Fig. 1: run 1, register map, names as in the netlist
Other cells in gray.
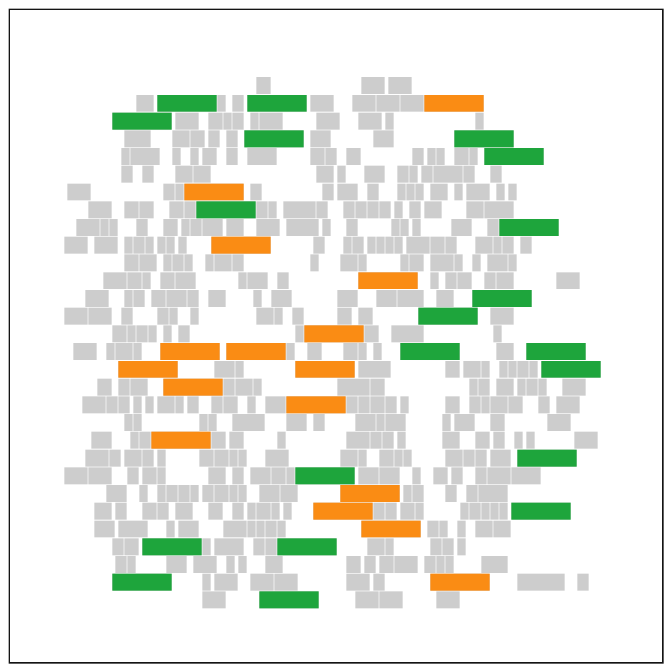
Fig. 2: run 1, signal wires by layer
The bar under the picture is 20 um long.
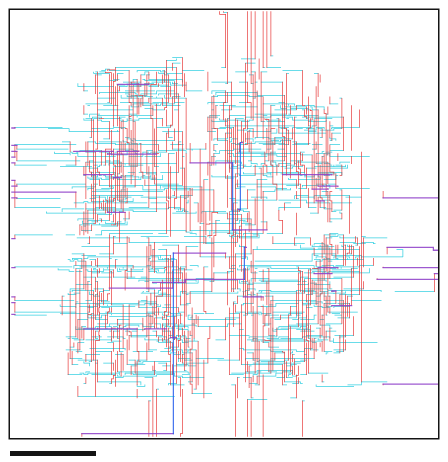
Fig. 3: run 1, I/O pins on the die edge
Pins as bars across the die edge, other pins in gray.
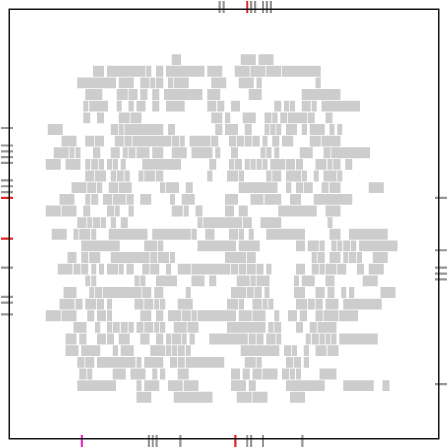
## src/rtl/pwr_switch_seq.sv

```systemverilog
// Multi-channel power-switch sequencer: one Moore FSM per gated domain ordering
// save/isolation/switch-enable/restore, with inrush arbitration and ack timeout.
module pwr_switch_seq #(
    parameter int N_CH       = 4,
    parameter int ISO_DLY    = 2,
    parameter int STABLE_DLY = 4,
    parameter int ACK_TMO    = 16
) (
    input  logic            clk,
    input  logic            rst_n,
    input  logic [N_CH-1:0] pwr_req,
    input  logic [N_CH-1:0] sw_ack,
    output logic [N_CH-1:0] sw_en,
    output logic [N_CH-1:0] iso_en,
    output logic [N_CH-1:0] save,
    output logic [N_CH-1:0] restore,
    output logic [N_CH-1:0] pwr_ok,
    output logic [N_CH-1:0] busy,
    output logic [N_CH-1:0] err
);

    localparam int MAX_A   = (ISO_DLY > STABLE_DLY) ? ISO_DLY : STABLE_DLY;
    localparam int MAX_DLY = (MAX_A > ACK_TMO) ? MAX_A : ACK_TMO;
    localparam int CW      = $clog2(MAX_DLY + 1);

    // Counters hold "cycles remaining minus one" so the exit test is a compare to zero.
    localparam logic [CW-1:0] ISO_LD = CW'(ISO_DLY - 1);
    localparam logic [CW-1:0] STB_LD = CW'(STABLE_DLY - 1);
    localparam logic [CW-1:0] TMO_LD = CW'(ACK_TMO - 1);

    typedef enum logic [3:0] {
        S_OFF,
        S_PWR_UP,
        S_SETTLE,
        S_RESTORE,
        S_ON,
        S_SAVE,
        S_ISO,
        S_PWR_DN,
        S_ERR
    } state_e;

    logic [N_CH-1:0] up_busy;
    logic [N_CH-1:0] req_off;
    logic [N_CH-1:0] grant;
    logic            found;

    // Only one domain may be charging at a time; lowest requesting index wins.
    always_comb begin
        grant = '0;
        found = 1'b0;
        for (int i = 0; i < N_CH; i++) begin
            if (req_off[i] && !found) begin
                grant[i] = !(|up_busy);
                found    = 1'b1;
            end
        end
    end

    generate
        for (genvar gi = 0; gi < N_CH; gi++) begin : g_ch
            state_e          state_q, state_d;
            logic [CW-1:0]   cnt_q, cnt_d;
            logic [6:0]      out_d;

            always_ff @(posedge clk or negedge rst_n) begin
                if (!rst_n) begin
                    state_q <= S_OFF;
                    cnt_q   <= '0;
                end else begin
                    state_q <= state_d;
                    cnt_q   <= cnt_d;
                end
            end

            always_comb begin
                state_d = state_q;
                cnt_d   = cnt_q;
                out_d   = 7'b0100000;
                case (state_q)
                    S_OFF: begin
                        out_d = 7'b0100000;
                        if (grant[gi]) begin
                            state_d = S_PWR_UP;
                            cnt_d   = TMO_LD;
                        end
                    end
                    S_PWR_UP: begin
                        out_d = 7'b1100010;
                        if (sw_ack[gi]) begin
                            state_d = S_SETTLE;
                            cnt_d   = STB_LD;
                        end else if (cnt_q == '0) begin
                            state_d = S_ERR;
                        end else begin
                            cnt_d = cnt_q - 1'b1;
                        end
                    end
                    S_SETTLE: begin
                        out_d = 7'b1100010;
                        if (cnt_q == '0) state_d = S_RESTORE;
                        else             cnt_d   = cnt_q - 1'b1;
                    end
                    S_RESTORE: begin
                        out_d   = 7'b1101010;
                        state_d = S_ON;
                    end
                    S_ON: begin
                        out_d = 7'b1000100;
                        if (!pwr_req[gi]) state_d = S_SAVE;
                    end
                    S_SAVE: begin
                        out_d   = 7'b1010010;
                        state_d = S_ISO;
                        cnt_d   = ISO_LD;
                    end
                    S_ISO: begin
                        out_d = 7'b1100010;
                        if (cnt_q == '0) begin
                            state_d = S_PWR_DN;
                            cnt_d   = TMO_LD;
                        end else begin
                            cnt_d = cnt_q - 1'b1;
                        end
                    end
                    S_PWR_DN: begin
                        out_d = 7'b0100010;
                        if (!sw_ack[gi]) begin
                            state_d = S_OFF;
                        end else if (cnt_q == '0) begin
                            state_d = S_ERR;
                        end else begin
                            cnt_d = cnt_q - 1'b1;
                        end
                    end
                    S_ERR: begin
                        out_d = 7'b0100001;
                        if (!pwr_req[gi]) state_d = S_OFF;
                    end
                    default: begin
                        state_d = S_OFF;
                    end
                endcase
            end

            assign up_busy[gi] = (state_q == S_PWR_UP) || (state_q == S_SETTLE);
            assign req_off[gi] = (state_q == S_OFF) && pwr_req[gi];
            assign {sw_en[gi], iso_en[gi], save[gi], restore[gi],
                    pwr_ok[gi], busy[gi], err[gi]} = out_d;
        end
    endgenerate

endmodule

```

## config.mk

```make
export PLATFORM = sky130hd
export DESIGN_NAME = pwr_switch_seq
export DESIGN_NICKNAME = d
export VERILOG_FILES = /design/src/rtl/pwr_switch_seq.sv
export SDC_FILE = /design/constraint.sdc
export NUM_CORES = 1
export LEC_CHECK = 0
export CAP_MARGIN = 20
export CORE_MARGIN = 8
export CORE_UTILIZATION = 42
export DETAILED_ROUTE_END_ITERATION = 8
export GPL_TIMING_DRIVEN = 0
export MAX_ROUTING_LAYER = met4
export PLACE_DENSITY = 0.66
export SLEW_MARGIN = 5
export SYNTH_ARGS = -nofsm -noshare
export SYNTH_HDL_FRONTEND = slang
export SYNTH_SLANG_ARGS = --single-unit
```

## constraint.sdc

```tcl
create_clock -name clk -period 7.2 [get_ports clk]
set_clock_uncertainty 0.2 [all_clocks]
set_input_delay 2.16 -clock clk [delete_from_list [all_inputs] [get_ports clk]]
set_output_delay 2.16 -clock clk [all_outputs]
set_load 0.1 [all_outputs]
```

==> results.yml, run 1 <==
# implementation run metrics
outcome:
  outcome: "completed"
final_layout:
  drive_gt1_frac: 0.04709
  antennaDiodeCount: 0
  final_nets: 463
  area_delta_synth_final_pct: 20.10
  layout_top_cell: "nor2_1"
timing:
  rsz0062_at_grt: "no"
  worst_slack_ps: 1789
  relSlewSlack: 0.3450
  fin_crit_sh: 0.7516
  hold_viol: 0
  final.setup.tns_ps: 0
  final_max_slew_viol_count: 0
  tightest_slew_ps: 979.4
  setup_viol_count_final: 0
  max_freq_mhz: 184.8
  fin_crit_ps: 5411
synthesis:
  mux_area_frac: 0.007179
  synth-edff-count: 0
  fp_nets: 418
  synth_compound_gate_area_share: 0.2449
  synth_seq_share: 0.3041
  synth_area_sq_um: 2963
  async_flop_share: 1.000
  yosys.cell_types.count: 59
  ys_cells: 400
  ff_type: "dfrtp_1"
  ys_ff: 36
  ys_sh_xor: 0.02365
  yosys_area_sq_um: 2963
  simple_gate_share: 0.3062
  yosys_warnings: 0
  synthTopLogicFamily: "simple AND/OR/NAND/NOR gates"
  synthCells: 400
global_route:
  overflow: 0
  grt_pass1_vias: 2904
  grt_max_degree: 26
  antenna_found_initial: 0
  grt_first_pass_wirelength_um: 13630
  track_usage: 0.1651
job:
  tool_warnings: 26
  maxCapViolCount: 0
worst_setup_path:
  worstSetupEndpointType: "output pin"
  crit_chain: "clkbuf_1 -> clkbuf_1 -> or3b_2 -> nor2_1 -> clkdlybuf4s50_1"
  critical_path.top_delay_family: "buffers and inverters"
  cp_slowest_cell: "clkdlybuf4s50_1"
  worst_path_largest_cell_delay_ps: 1130
  path_buffers: 3
  crit_path_frequent_cell: "clkbuf_1"
  crit_type: "flop to output pin"
  crit_arrival_ps: 3050
  worstPathMaxFanout: 10
  required_ps: 4840
clock_network:
  cts_hold_buf: 0
  postCtsSetupBuffers: 0
  ctsResizeCount: 0
  cts_root_buf: "clkbuf_8"
  clockBufferDepth: 2
  cts_tree: "built"
  cts.htree.levels: 2
  clk_latency_ps: 290
  cts_buffers: 5
  cts_sinks: 36
die:
  die_h_um: 99.99
  fp_util: 0.4361
  pin_count: 38
  die_width_um: 99.99
  core.rowCount: 30
detailed_routing:
  route.vias.total: 3028
  antenna_left: 0
  wl_per_cell_um: 14.16
  first_pass_iters: 4
  via_per_inst: 5.587
  remaining_drc_errors: 0
hold_path:
  min_path_type: "flop to flop"
placed_design:
  gp_congestion: 0.8991
  place_ws_ps: 2099
  hpwl_um: 5685
Notes on Fig. 1 above:
g_ch.state_q -> orange  # sequential cells 16
g_ch.cnt_q -> green  # sequential cells 20

Notes on Fig. 2 above:
metal 2 -> red  # wire length 3570 um
metal 1 -> cyan  # wire length 3740 um
metal 4 -> blue  # wire length 80.9 um
metal 3 -> purple  # wire length 285 um

Notes on Fig. 3 above:
pwr_req -> red  # pins 4, direction input, edge 2 west, 1 south, 1 north
clk -> magenta  # pins 1, direction input, edge south

## run 1: synth_stat cells (2+ instances only)
cell	count	area, sq um
a22o_1	2	17.52
nand2_1	30	112.6
a41oi_1	2	17.52
buf_6	2	22.52
nor4_1	2	12.51
nor4b_1	4	35.03
nor3_1	25	125.1
clkbuf_1	25	93.84
xor2_1	5	43.79
nor2b_1	9	56.30
a211oi_1	17	127.6
and2_1	4	25.02
or4_1	2	15.01
o21a_1	3	22.52
nand4_1	3	18.77
a21oi_1	37	185.2
maj3_1	2	20.02
o21ai_0	21	105.1
nor3b_1	3	22.52
o32a_1	3	30.03
dfrtp_1	36	900.9
inv_1	22	82.58
ha_1	8	100.1
buf_2	3	15.01
o211ai_1	2	15.01
or2_2	2	12.51
a2bb2oi_1	2	17.52
nand3_1	11	55.05
a31oi_1	6	37.54
or3b_2	2	17.52
o31ai_1	3	22.52
or4b_2	2	20.02
nor2_1	51	191.4
nand3b_1	3	22.52
nand2b_1	8	50.05
xnor2_1	3	26.28
and3_1	10	62.56
or3_1	4	25.02
## run 1: registers in the layout, summed over array words and instances (netlist names)
signal and cells:
g_ch.cnt_q 20, g_ch.state_q 16
## run 1: metal layers
layer | up-vias | track usage | share of wire
li1 | 1535 | - | -
met1 | 1414 | 0.2143 | 0.49
met5 | - | - | 0
met2 | 71 | 0.2606 | 0.46
met3 | 8 | 0.02561 | 0.037
met4 | 0 | 0.04419 | 0.010
## run 1: worst paths after layout
| path | from | endpoint | slack (ps) | cells after the start |
|---|---|---|---|---|
| setup / recovery | g_ch[2].state_q[2]$_DFFE_PN0P_ | save[2] | 1790 | 5 |
| hold / removal | g_ch[3].cnt_q[4]$_DFFE_PN0P_ | g_ch[3].cnt_q[4]$_DFFE_PN0P_ | 290 | 1 |
| setup reg to reg | g_ch[2].cnt_q[0]$_DFFE_PN0P_ | g_ch[2].cnt_q[3]$_DFFE_PN0P_ | 4360 | 9 |
| hold reg to reg | g_ch[3].cnt_q[4]$_DFFE_PN0P_ | g_ch[3].cnt_q[4]$_DFFE_PN0P_ | 290 | 1 |
| max in group asynchronous | rst_n | g_ch[3].state_q[1]$_DFFE_PN0P_ | 4820 | 2 |
| min in group asynchronous | rst_n | g_ch[0].cnt_q[0]$_DFFE_PN0P_ | 1540 | 1 |
## run 1: metrics by stage
step / hold slack [ps] / utilization / cells
finish: 287.9 / 0.5238 / 542
detailed placement: 277.4 / 0.5105 / 534
global placement: 271.2 / 0.5083 / 533
global route: 319.3 / 0.5238 / 542
floorplan: 249.7 / - / 400
CTS: 295.9 / 0.5238 / 542
## run 1: layout make-up
| cell class | instances | area [sq um] |
|---|---|---|
| timing repair buffer | 38 | 385.4 |
| tap | 96 | 120.1 |
| fill | 670 | 3236 |
| clock buffer | 8 | 90.09 |
| buffer | 31 | 135.1 |
| inverter | 22 | 82.58 |
| multi-input combinational | 311 | 1844 |
| sequential | 36 | 900.9 |
Fig. 4: run 1, routing congestion map
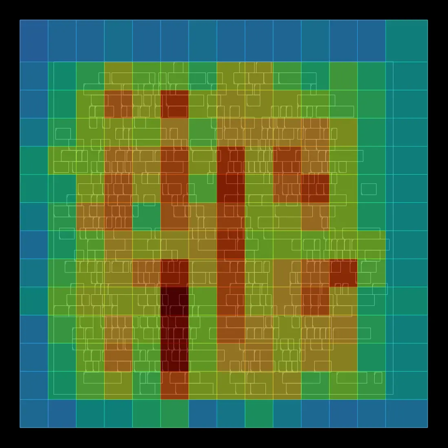

## Run 2: what changed since run 1
==> constraint.sdc (replaced) <==
create_clock -name clk -period 5.3 [get_ports clk]
set_clock_uncertainty 0.2 [all_clocks]
set_input_delay 1.59 -clock clk [delete_from_list [all_inputs] [get_ports clk]]
set_output_delay 1.59 -clock clk [all_outputs]
set_load 0.1 [all_outputs]
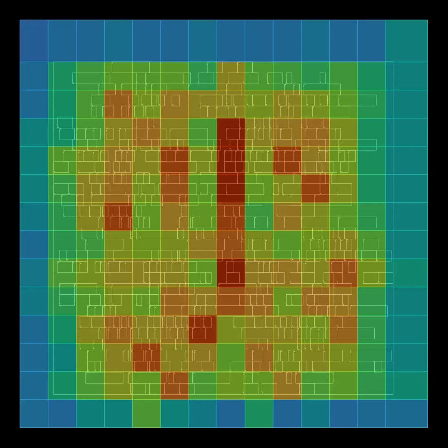
Fig. 5. Routing congestion map (run 2).
WL/cell: 14.47 um
met1 Resource Use GR: 0.2058
most crowded layer after global routing: met2
Util after Layout: 0.5276
grt met2 use: 0.2576

==> results.yml, run 2 <==
# implementation run metrics
worst_setup_path:
  ff2ff_setup_slack_ps: 2410
  cp-startpoint: "g_ch[2].state_q[2]$_DFFE_PN0P_"
  path_buffers: 3
  crit_type: "flop to output pin"
  crit_arrival_ps: 3070
  worstPathMaxFanout: 10
  reg2reg_from: "g_ch[2].cnt_q[0]$_DFFE_PN0P_"
clock_network:
  cts_tree: "built"
  cts_buffers: 5
  postCtsSetupBuffers: 0
  cts_root_buf: "clkbuf_8"
  cts.htree.levels: 2
  clk_latency_ps: 290
final_layout:
  antennaDiodeCount: 0
  drive_gt1_frac: 0.05393
  n_fill_cell: 678
  final_nets: 463
  regMostFlops: "g_ch.cnt_q"
  area_delta_synth_final_pct: 20.99
  reg_top3: "g_ch.cnt_q x20, g_ch.state_q x16"
  largest_register_ffs: 20
synthesis:
  top_area_frac: 0.3041
  ys_ff: 36
  ff_type: "dfrtp_1"
  yosys.cell_types.count: 59
  ys_cells: 400
  top_area_cell: "dfrtp_1"
  yosys_area_sq_um: 2963
  synth.top_cells.by_count: "nor2_1 (51), a21oi_1 (37), dfrtp_1 (36)"
  area_leaders: "dfrtp_1 (30%), nor2_1 (6.5%), a21oi_1 (6.3%)"
  synth_area_sq_um: 2963
hold_path:
  min_path_cells: 1
  whs_endpoint: "g_ch[3].cnt_q[4]$_DFFE_PN0P_"
  hp-start: "g_ch[3].cnt_q[4]$_DFFE_PN0P_"
timing:
  tightest_slew_ps: 989.9
  fin_crit_sh: 0.9178
  final.setup.tns_ps: 0
  relSlewSlack: 0.3380
  hold_viol: 0
  rsz0062_at_grt: "no"
global_route:
  grt_max_degree: 22
  antenna_found_initial: 0
  track_usage: 0.1598
  grt_pass1_vias: 2894
job:
  tool_warnings: 26
outcome:
  outcome: "completed"
die:
  die_h_um: 99.99
  fp_util: 0.4361
  core.rowCount: 30
placed_design:
  hpwl_um: 5804
detailed_routing:
  antenna_left: 0
  route.vias.total: 3034
## run 2: netlist changes by cell type in the layout (fill, tap and decap cells not counted)
cell	change
nor4b_2	+2
buf_12	-1
clkbuf_8	+1
clkbuf_1	-2
nor4b_1	-2
buf_16	+1
## run 2: layout make-up
class                           instances  area (sq um)  share of cell area
Timing Repair Buffer                   38         392.9              0.1096
Inverter                               22         82.58             0.02304
Tap cell                               96         120.1             0.03351
Buffer                                 31         135.1             0.03770
Clock buffer                            7         96.34             0.02688
Multi-Input combinational cell        311          1857              0.5180
Sequential cell                        36         900.9              0.2513
## run 2: worst register-to-register path, cell delays in order (launching register included)
cell and delay [ps]:
dfrtp_1 410, inv_1 90, ha_1 170, nor3b_1 250
nor2b_1 400, inv_1 220, maj3_1 390, a21oi_1 250
a211oi_1 80, o32a_1 300
## run 2: metrics by stage
stage	setup WS (ps)	hold WS, ps
6_report	435.5	284.1
3_5_place_dp	756.0	274.2
3_3_place_gp	793.9	268.6
4_1_cts	436.1	291.9
2_1_floorplan	195.7	249.7
5_1_grt	285.9	315.7
## run 2: cell families after synthesis
| kind of cell | Yosys count | synth area share |
|---|---|---|
| adders and majority gates | 10 | 0.04054 |
| xor gates and xnor gates | 8 | 0.02365 |
| muxes | 2 | 0.007179 |
| buffers and inverters | 53 | 0.07348 |
| DFF | 36 | 0.3041 |
| and+or+nand+nor | 178 | 0.3062 |
| AOI/OAI and AO/OA | 113 | 0.2449 |
## run 2: per-layer routing
| metal | vias to the layer above | share of wire | GRT usage |
|---|---|---|---|
| li1 | 1529 | - | - |
| met1 | 1432 | 0.51 | 0.2058 |
| met2 | 67 | 0.45 | 0.2576 |
| met3 | 6 | 0.037 | 0.01869 |
| met4 | 0 | 0.011 | 0.04535 |
| met5 | - | 0 | - |
## run 2: worst max-delay path by stage
stage | end | slack (ps) | cells after the start
after CTS | save[2] | 440 | 5
after global placement | save[2] | 790 | 5
after global routing | save[2] | 290 | 5
after detailed placement | save[2] | 760 | 5
after floorplan | save[0] | 200 | 4
final | save[2] | 440 | 5
Fig. 6: run 2, I/O pins on the die edge
Pins as bars across the die edge, other pins in gray.
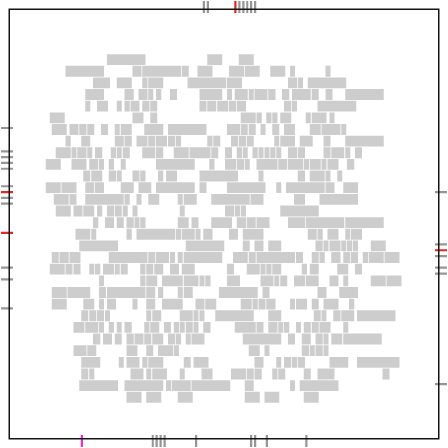

## Run 3: what changed since run 2
--- a/config.mk
+++ b/config.mk
@@ -9,9 +9,10 @@
 export CORE_MARGIN = 8
 export CORE_UTILIZATION = 42
 export DETAILED_ROUTE_END_ITERATION = 8
+export DONT_BUFFER_PORTS = 1
 export GPL_TIMING_DRIVEN = 0
 export MAX_ROUTING_LAYER = met4
-export PLACE_DENSITY = 0.66
+export PLACE_DENSITY = 0.59
 export SLEW_MARGIN = 5
 export SYNTH_ARGS = -nofsm -noshare
 export SYNTH_HDL_FRONTEND = slang
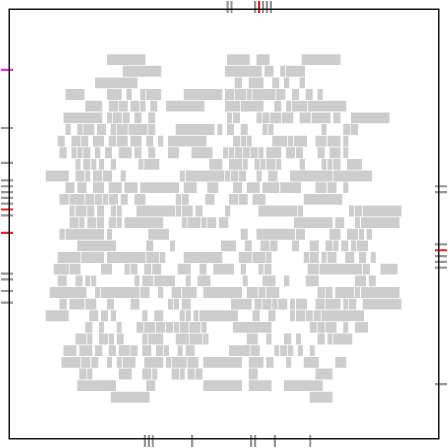
Fig. 7. I/O pins on the die edge (run 3).
Pins as bars across the die edge, other pins in gray.
pwr_req -> red  # pins 4, direction input, edge 2 west, 1 east, 1 north
clk -> magenta  # pins 1, direction input, edge west
all pins by edge = 15 west, 8 east, 8 south, 7 north
die x size: 99.99 um
# port buffers: 0
die height: 99.99 um

==> results.yml, run 3 <==
# implementation run metrics
clock_network:
  postCtsSetupBuffers: 0
  cts_buffers: 5
  cts_hold_buf: 0
  clk_latency_ps: 290
  cts_tree: "built"
  clockBufferDepth: 2
  cts_sinks: 36
  cts_root_buf: "clkbuf_8"
  cts.htree.levels: 2
timing:
  max_freq_mhz: 203.9
  relSlewSlack: 0.2515
  fin_crit_sh: 0.9251
  hold_viol: 0
  fin_crit_ps: 4903
  final_max_slew_viol_count: 0
  rsz0062_at_grt: "no"
outcome:
  outcome: "completed"
synthesis:
  area_leaders: "dfrtp_1 (30%), nor2_1 (6.5%), a21oi_1 (6.3%)"
  fp_nets: 418
  synth.top_cells.by_count: "nor2_1 (51), a21oi_1 (37), dfrtp_1 (36)"
  synthAdderAreaFrac: 0.04054
  top_area_frac: 0.3041
  yosys_area_sq_um: 2963
  ff_type: "dfrtp_1"
  ys_sh_xor: 0.02365
  synth_compound_gate_area_share: 0.2449
  top_area_cell: "dfrtp_1"
  ys_ff: 36
  async_flop_share: 1.000
  mux_area_frac: 0.007179
global_route:
  grt_pass1_vias: 2719
  use_met1: 0.2037
  grt_first_pass_wirelength_um: 12980
  grt_max_degree: 37
  antenna_found_initial: 0
placed_design:
  place_ws_ps: 305.0
  place_inst: 512
  hpwl_um: 5718
worst_setup_path:
  crit_chain: "clkbuf_1 -> nor2b_1 -> nand2b_1 -> nor2_2"
  worst_path_largest_cell_delay_ps: 1100
  worst-r2r-cell-count: 8
  reg2reg_from: "g_ch[3].state_q[1]$_DFFE_PN0P_"
  worstSetupEndpointType: "output pin"
  cp_slowest_cell: "nor2_2"
detailed_routing:
  antenna_left: 0
  via_per_inst: 5.564
  wl_per_cell_um: 14.75
hold_path:
  min_path_type: "flop to flop"
final_layout:
  antennaDiodeCount: 0
  largest_register_ffs: 20
  final_nets: 443
  fin_cells: 521
  layout_top_cell: "nor2_1"
[run 3: cell count changes in the layout (fill, tap and decap cells not counted)]
cell             previous run  this run
clkdlybuf4s50_1            36         0
clkbuf_2                    0         1
nor2_1                     51        41
buf_1                       1         5
buf_8                       0         9
nor4b_4                     0         2
nor3_1                     25        18
nor4b_2                     2         0
nor2_2                      0         9
buf_2                       4         3
buf_16                      1         4
nor3_2                      0         7
nor2_4                      0         1
[run 3: worst max-delay path by stage]
stage | start | end | slack [ps] | cells after the start
2_1_floorplan | g_ch[0].state_q[2]$_DFFE_PN0P_ | save[0] | 200 | 4
3_3_place_gp | g_ch[0].state_q[2]$_DFFE_PN0P_ | save[0] | -110 | 4
3_5_place_dp | g_ch[0].state_q[2]$_DFFE_PN0P_ | save[0] | 310 | 4
4_1_cts | g_ch[0].state_q[2]$_DFFE_PN0P_ | save[0] | 250 | 4
5_1_grt | g_ch[1].state_q[2]$_DFFE_PN0P_ | pwr_ok[1] | 260 | 4
6_report | g_ch[1].state_q[2]$_DFFE_PN0P_ | save[1] | 400 | 4
[run 3: area by class of cell]
type / count / area, sq um
repair buffers: 18 / 265.3
multi-input cells: 311 / 1939
inverters: 22 / 82.58
plain buffers: 31 / 135.1
fillers: 679 / 3254
clock buffers: 7 / 96.34
well taps: 96 / 120.1
flip-flops and latches: 36 / 900.9
[run 3: metal layers]
metal,wire length [um],vias up
met5,0,-
met4,116,0
met3,370,11
met2,3462,54
met1,3737,1349
li1,-,1485
[run 3: repair_timing]
item / CTS / global route
endpoints found under the setup margin: 1 / 0
resized: 1 / 0
hold endpoints to repair: 0 / 0
[run 3: kinds of logic (layout without fill, tap and decap cells)]
| family | count (synthesis) | count (layout) |
|---|---|---|
| compound gates | 113 | 113 |
| mux | 2 | 2 |
| simple gates | 178 | 178 |
| fa+ha+maj | 10 | 10 |
| flops | 36 | 36 |
| xor+xnor | 8 | 8 |
| buf+inv | 53 | 78 |
[run 3: stage by stage]
stage / setup TNS, ps / cell area, sq um
floorplan: 0 / 2975
global placement: -114.8 / 3095
detailed placement: 0 / 3406
CTS: 0 / 3507
global route: 0 / 3540
finish: 0 / 3540
[run 3: worst reg2reg max path, stage by stage, from the launching register on]
cell and delay, ps:
dfrtp_1 430, clkbuf_1 370, nor2_1 100, nor2_2 850, buf_1 150, o21ai_0 130, or3b_2 500, a31oi_1 170
nor2_1 50
